==> images/logic_types.png <==
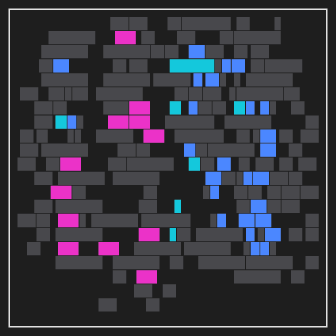
==> images/flops_by_reg.png <==
Bar = 20 um. Other sequential cells in the stronger gray, the rest of the logic in the fainter gray.
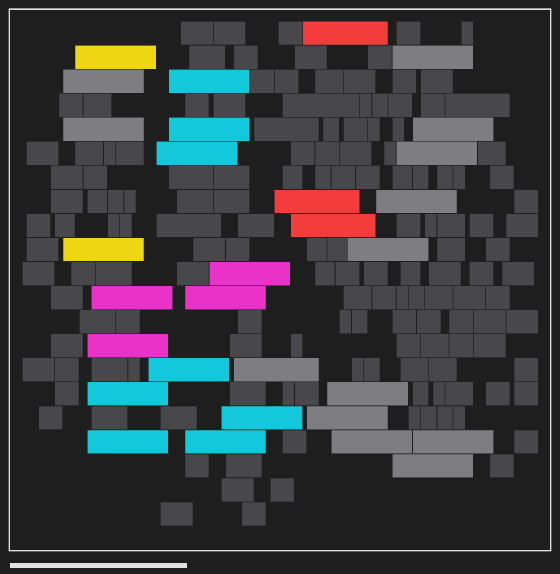
==> images/io_fan.png <==
Bar = 20 um.
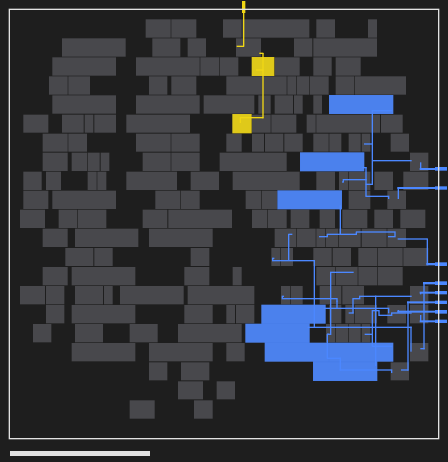
==> images/congestion.png <==
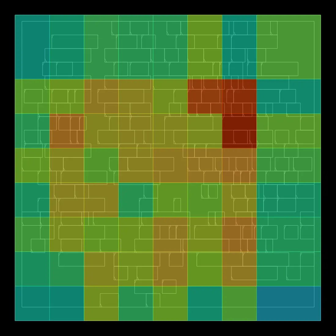
==> images/detail.png <==
Bar = 10 um. Region (3, 3) to (28, 28) um. Cells in gray, sequential cells in the stronger gray; small squares are vias.
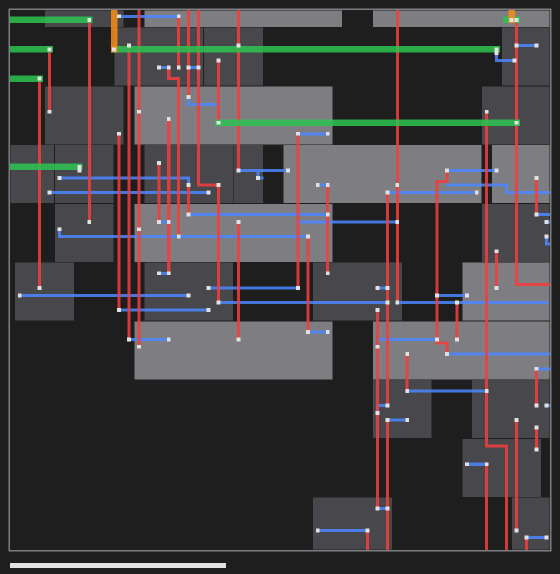
### config.mk
export PLATFORM = sky130hd
export DESIGN_NAME = tmod_master
export DESIGN_NICKNAME = d
export VERILOG_FILES = /design/src/rtl/tmod_pkg.sv /design/src/rtl/tmod_status_mon.sv /design/src/rtl/tmod_master.sv
export SDC_FILE = /design/constraint.sdc
export NUM_CORES = 1
export LEC_CHECK = 0
export ABC_CLOCK_PERIOD_IN_PS = 1700
export CORE_UTILIZATION = 38
export CTS_CLUSTER_SIZE = 25
export DETAILED_ROUTE_END_ITERATION = 10
export PLACE_DENSITY = 0.82
export SETUP_SLACK_MARGIN = 0.2
export SYNTH_ARGS = -nofsm -noshare
export SYNTH_HDL_FRONTEND = slang
export SYNTH_HIERARCHICAL = 1
export SYNTH_SLANG_ARGS = --single-unit
### constraint.sdc
create_clock -name clk -period 1.7 [get_ports clk]
set_input_delay 0.255 -clock clk [delete_from_list [all_inputs] [get_ports clk]]
set_output_delay 0.255 -clock clk [all_outputs]
set_load 0.05 [all_outputs]
### src/rtl/tmod_pkg.sv
// Shared definitions for the temperature-monitor command bus (master and slave).
// Op codes, status codes, master FSM states and op classification helpers.
package tmod_pkg;

    typedef enum logic [3:0] {
        TMOD_RESET         = 4'd0,
        TMOD_SET_FRQ       = 4'd1,
        TMOD_SET_HIGH_TEMP = 4'd2,
        TMOD_SET_LOW_TEMP  = 4'd3,
        TMOD_OUT_MAX       = 4'd4,
        TMOD_OUT_MIN       = 4'd5,
        TMOD_OUT_ADDR      = 4'd6,
        TMOD_OUT_AVG       = 4'd7,
        TMOD_NOOP          = 4'd8
    } tmod_op_e;

    typedef enum logic [1:0] {
        TMOD_OK   = 2'd0,
        TMOD_HIGH = 2'd1,
        TMOD_LOW  = 2'd2
    } tmod_status_e;

    typedef enum logic [2:0] {
        ST_IDLE      = 3'd0,
        ST_ISSUE     = 3'd1,
        ST_WAIT_DROP = 3'd2,
        ST_WAIT_DONE = 3'd3,
        ST_RESP      = 3'd4
    } tmod_state_e;

    // Read-type ops are exactly codes 4..7; 8..15 are NOOPs and behave as writes.
    function automatic logic is_read_op(input logic [3:0] op);
        return (op[3:2] == 2'b01);
    endfunction

    function automatic logic is_alarm_status(input logic [1:0] status);
        return (status == TMOD_HIGH) || (status == TMOD_LOW);
    endfunction

endpackage

### src/rtl/tmod_status_mon.sv
// Slave status tracker: registers bus_status, strobes on any change and keeps a
// sticky alarm that is set on entry to HIGH/LOW and cleared by i_alarm_clr.
module tmod_status_mon
    import tmod_pkg::*;
(
    input  logic       clk,
    input  logic       reset,
    input  logic [1:0] i_status,
    input  logic       i_alarm_clr,
    output logic       o_status_chg,
    output logic       o_alarm
);

    logic [1:0] r_status;
    logic       r_status_chg;
    logic       r_alarm;
    logic       w_change;
    logic       w_set;

    assign w_change = (i_status != r_status);
    assign w_set    = w_change && is_alarm_status(i_status);

    always_ff @(posedge clk or posedge reset) begin
        if (reset) begin
            r_status     <= TMOD_OK;
            r_status_chg <= 1'b0;
            r_alarm      <= 1'b0;
        end else begin
            r_status     <= i_status;
            r_status_chg <= w_change;
            // A set event in the same cycle as a clear keeps the alarm raised.
            if (w_set) begin
                r_alarm <= 1'b1;
            end else if (i_alarm_clr) begin
                r_alarm <= 1'b0;
            end
        end
    end

    assign o_status_chg = r_status_chg;
    assign o_alarm      = r_alarm;

endmodule

### src/rtl/tmod_master.sv
// tmod bus initiator: one host command at a time, issue/handshake FSM, status monitor.
// Optional completion timeout enabled by defining TMOD_MASTER_TIMEOUT_EN.
module tmod_master
    import tmod_pkg::*;
#(
    parameter type DTYPE          = logic [7:0],
    parameter int  TIMEOUT_CYCLES = 64
) (
    input  logic       clk,
    input  logic       reset,
    input  logic       cmd_valid,
    output logic       cmd_ready,
    input  logic [3:0] cmd_op,
    input  DTYPE       cmd_opnd,
    output logic       rsp_valid,
    output DTYPE       rsp_data,
    output logic       rsp_err,
    output logic       bus_req,
    output logic [3:0] bus_op,
    output DTYPE       bus_opnd,
    input  logic       bus_ready,
    input  logic       bus_valid,
    input  DTYPE       bus_data,
    input  logic [1:0] bus_status,
    output logic       alarm,
    input  logic       alarm_clr,
    output logic       status_chg,
    output logic [2:0] dbg_state
);

    generate
        if (TIMEOUT_CYCLES < 2 || TIMEOUT_CYCLES > 255) begin : g_bad_timeout
            $error("tmod_master: TIMEOUT_CYCLES must be in 2..255");
        end
    endgenerate

    tmod_state_e r_state;
    logic [3:0]  r_op;
    DTYPE        r_opnd;
    DTYPE        r_rsp_data;
    logic        r_cmd_ready;
    logic        r_bus_req;
    logic        r_rsp_valid;

    logic        w_is_read;
    logic        w_done;
    DTYPE        w_done_data;
    logic        w_timeout;

    assign w_is_read   = is_read_op(r_op);
    assign w_done      = w_is_read ? bus_valid : bus_ready;
    assign w_done_data = w_is_read ? bus_data : '0;

`ifdef TMOD_MASTER_TIMEOUT_EN
    localparam logic [7:0] TO_LIMIT = 8'(TIMEOUT_CYCLES);

    logic [7:0] r_to_cnt;
    logic       r_rsp_err;

    // Counts every cycle spent in WAIT_DROP/WAIT_DONE; ISSUE stalls are not timed.
    assign w_timeout = ((r_to_cnt + 8'd1) == TO_LIMIT);

    always_ff @(posedge clk or posedge reset) begin
        if (reset) begin
            r_to_cnt <= 8'd0;
        end else if (r_state == ST_ISSUE && bus_ready) begin
            r_to_cnt <= 8'd0;
        end else if (r_state == ST_WAIT_DROP || r_state == ST_WAIT_DONE) begin
            r_to_cnt <= r_to_cnt + 8'd1;
        end
    end

    always_ff @(posedge clk or posedge reset) begin
        if (reset) begin
            r_rsp_err <= 1'b0;
        end else begin
            r_rsp_err <= (r_state == ST_WAIT_DONE) && !w_done && w_timeout;
        end
    end

    assign rsp_err = r_rsp_err;
`else
    assign w_timeout = 1'b0;
    assign rsp_err   = 1'b0;
`endif

    always_ff @(posedge clk or posedge reset) begin
        if (reset) begin
            r_state     <= ST_IDLE;
            r_op        <= 4'd0;
            r_opnd      <= '0;
            r_cmd_ready <= 1'b1;
            r_bus_req   <= 1'b0;
            r_rsp_valid <= 1'b0;
            r_rsp_data  <= '0;
        end else begin
            r_rsp_valid <= 1'b0;
            case (r_state)
                ST_IDLE: begin
                    if (cmd_valid) begin
                        r_op        <= cmd_op;
                        r_opnd      <= cmd_opnd;
                        r_cmd_ready <= 1'b0;
                        r_bus_req   <= 1'b1;
                        r_state     <= ST_ISSUE;
                    end
                end
                ST_ISSUE: begin
                    if (bus_ready) begin
                        r_bus_req <= 1'b0;
                        r_state   <= ST_WAIT_DROP;
                    end
                end
                ST_WAIT_DROP: begin
                    // A fast slave may return read data in the cycle right after acceptance.
                    if (w_is_read && bus_valid) begin
                        r_rsp_data  <= bus_data;
                        r_rsp_valid <= 1'b1;
                        r_state     <= ST_RESP;
                    end else begin
                        r_state <= ST_WAIT_DONE;
                    end
                end
                ST_WAIT_DONE: begin
                    if (w_done) begin
                        r_rsp_data  <= w_done_data;
                        r_rsp_valid <= 1'b1;
                        r_state     <= ST_RESP;
                    end else if (w_timeout) begin
                        r_rsp_data  <= '0;
                        r_rsp_valid <= 1'b1;
                        r_state     <= ST_RESP;
                    end
                end
                ST_RESP: begin
                    r_cmd_ready <= 1'b1;
                    r_state     <= ST_IDLE;
                end
                default: begin
                    r_cmd_ready <= 1'b1;
                    r_bus_req   <= 1'b0;
                    r_state     <= ST_IDLE;
                end
            endcase
        end
    end

    tmod_status_mon u_status_mon (
        .clk          (clk),
        .reset        (reset),
        .i_status     (bus_status),
        .i_alarm_clr  (alarm_clr),
        .o_status_chg (status_chg),
        .o_alarm      (alarm)
    );

    assign cmd_ready = r_cmd_ready;
    assign bus_req   = r_bus_req;
    assign bus_op    = r_op;
    assign bus_opnd  = r_opnd;
    assign rsp_valid = r_rsp_valid;
    assign rsp_data  = r_rsp_data;
    assign dbg_state = r_state;

endmodule
==> impl_metrics.tcl <==
# collected from the flow reports
set metrics [dict create \
    syn_nets 140 \
    core_area_um2 3337 \
    syn_avg_cell_area_um2 11.85 \
    biggestCellCategory "sequential cells" \
    cp-end-kind "flop" \
    buffer_area_frac 0.2910 \
    overflow 0 \
    p_clk_frac 0.102 \
    routed_wl_um 2912 \
    synth_flop_count 30 \
    setup_viol 0 \
    drt-met1-wl_um 1113 \
    drv_cap 0 \
    edf_count 0 \
    nNonClkBuffers 63 \
    clock_power_uw 417 \
    drt-pass1-iter-count 2 \
    top_logic_kind "AND-OR/OR-AND gates" \
    synthMostInstantiatedCell "dfrtp_1" \
    startpoint "dbg_state[2]$_DFFE_PP0P_" \
    die_y_um 61.11 \
    skew_ns 0.009653 \
    cts_buffer_depth 2 \
    place_congestion 0.7432 \
    seq_power_share 0.302 \
    seq_cell_count 30 \
    crit_chain "nor4b_4, buf_12, mux2_2" \
    post_drt_wl_per_cell_um 13.06 \
    post-dp-hpwl_um 2144 \
    grt_util_met1 0.1822 \
    fin_nets 204 \
    common_cells "29 x dfrtp_1, 13 x inv_1, 12 x mux2_2" \
    drtIter0Drc 33 \
    finalInstanceArea_um2 1991 \
    layout_setup_ws_ns 0.2591 \
    adder_share 0 \
    status "finished clean" \
    synthesis.instances 112 \
    chipArea_um2 3734 \
    clkSlewWorstSetupHoldPaths_ns 0.09 \
    layout_top_cells "32 x buf_4, 27 x clkdlybuf4s50_1, 26 x dfrtp_1" \
    yosys.area_share.aoi 0.1329 \
    hold_viol 0 \
    wl_met3_um 242 \
    antenna_cells 0 \
    internal_power_uw 2135 \
    ys_seq_frac 0.5664 \
    cp.arrival_ns 1.65 \
    sh_seq_area 0.3796 \
    p_sw_uw 1944 \
    hp-class "in -> async" \
    wl_met2_um 1498 \
    crit_end "bus_opnd[7]$_DFFE_PP0P_" \
    power_density_nw_per_um2 2049 \
    synth_area_um2 1328 \
    top_area_frac 0.5467 \
    post_cts.repair.setup_buffers 3 \
    leakage_uw 0.0008991 \
    worstReg2RegEnd "bus_opnd[7]$_DFFE_PP0P_" \
    cpLargestDelayFamily "flip-flops" \
    worst_path_max_delay_cell "dfrtp_2" \
    die_x_um 61.11 \
    grt_pass1_vias 1052 \
    synth-xor-area-share 0.01320 \
    grt.total_usage 0.1778 \
    pg_seq_uw 1230 \
    areaGrowthSynthToFinish_pct 49.95 \
    ys_cells 112 \
    drive_above_1_share 0.3333 \
    synth.distinct_cells 28 \
    routed.top_layer "met4" \
    worst-path-stages 3 \
    vias_per_cell 4.789 \
    worstSetupStartpointType "flop" \
    cp_max_fo 13 \
    inverters 13 \
    drc 0 \
    ys_warn_count 6 \
    cts_tree "done" \
    fillCellCount 297 \
    slew_viol_final 0 \
    power_switching_share 0.4766 \
    rsz0062_at_grt "no" \
    ys_sh_mux 0.1018 \
    setup_tns_ns 0 \
    p_comb_frac 0.596 \
    ys.flop_type "dfrtp_1" \
    hold_buffers 0 \
    grt_pass1_wl_um 4588 \
    p_total_uw 4079 \
    ys_area_um2 1328 \
    combGateArea_um2 490.5 \
    ant_nets 0 \
    synth_area_leader_cell "dfrtp_1" \
    dp_slack_ns 0.04015 \
    clock_cell_area_share 0.02954 \
    placed_cells 212 \
    n_clock_buffer 8 \
    cts_sinks 30 \
    fp_util 0.3978 \
    r2r-start "dbg_state[2]$_DFFE_PP0P_" \
    placement.cell_area_um2 1911 \
    cpPeakStageDelay_ns 0.46 \
    r2r_slack_ns 0.26 \
    fmax_mhz 694.0 \
    synthTopCellsByArea "dfrtp_1 55%, mux2_2 10%, a2bb2oi_1 5.3%" \
    synthArstFlopShare 1.000 \
    num_tap_cells 46 \
    top_power_group "combinational logic" \
    critPathKind "reg -> reg" \
    vias 1068 \
    cts-root-buf "clkbuf_4" \
    period_needed_ns 1.441 \
    rows 21 \
    cts-resized-gates 1 \
    cts_made_buffers 5 \
    comb-power_uw 2430 \
    peakVddDrop_uv 1010 \
    warning_count 27 \
    simple_gate_area_frac 0.1188 \
    logic_gates 63 \
    holdWs_ns 0.1416 \
]
Notes on logic_types.png above:
legend:
  mux cells:
    color: magenta
    cells: 12
    most_used: mux2_2
  nor cells:
    color: cyan
    cells: 7
    most_used: nor2b_1
  aoi and oai cells:
    color: blue
    cells: 26
    most_used: o21ai_0
logic share of the area: 0.2464
Commonest Layout Cell: buf_4
final std cells w/o fill: 223

Notes on flops_by_reg.png above:
legend:
  dbg_state:
    color: red
    sequential_cells: 3
  u_status_mon/r_status:
    color: yellow
    sequential_cells: 2
  bus_opnd:
    color: cyan
    sequential_cells: 8
  bus_op:
    color: magenta
    sequential_cells: 4
FF/Latch Area: 755.7 um^2
Util after Layout: 0.5966

Notes on io_fan.png above:
legend:
  bus_valid:
    color: yellow
    bits: 1
    direction: input
    edge: north
    end_cells: 2
    buffers: 1
    wire: 20.3 um
  rsp_data:
    color: blue
    bits: 8
    direction: output
    edge: east
    end_cells: 8
    buffers: 8
    wire: 227 um
# port buffers: 55
IO Pins: 57

Notes on congestion.png above:
layer with the highest usage: met2
met2 Track Usage GR: 0.3043
M3 GR Usage: 0.07773

Notes on detail.png above:
legend:
  metal 2:
    color: red
  metal 1:
    color: blue
  metal 4:
    color: orange
  metal 3:
    color: green
cells with their middle in the window: 24
netlist names of flops here include: bus_opnd (4), bus_op (1)
sequential cells in the window: 5
most frequent: mux2_2 (6)

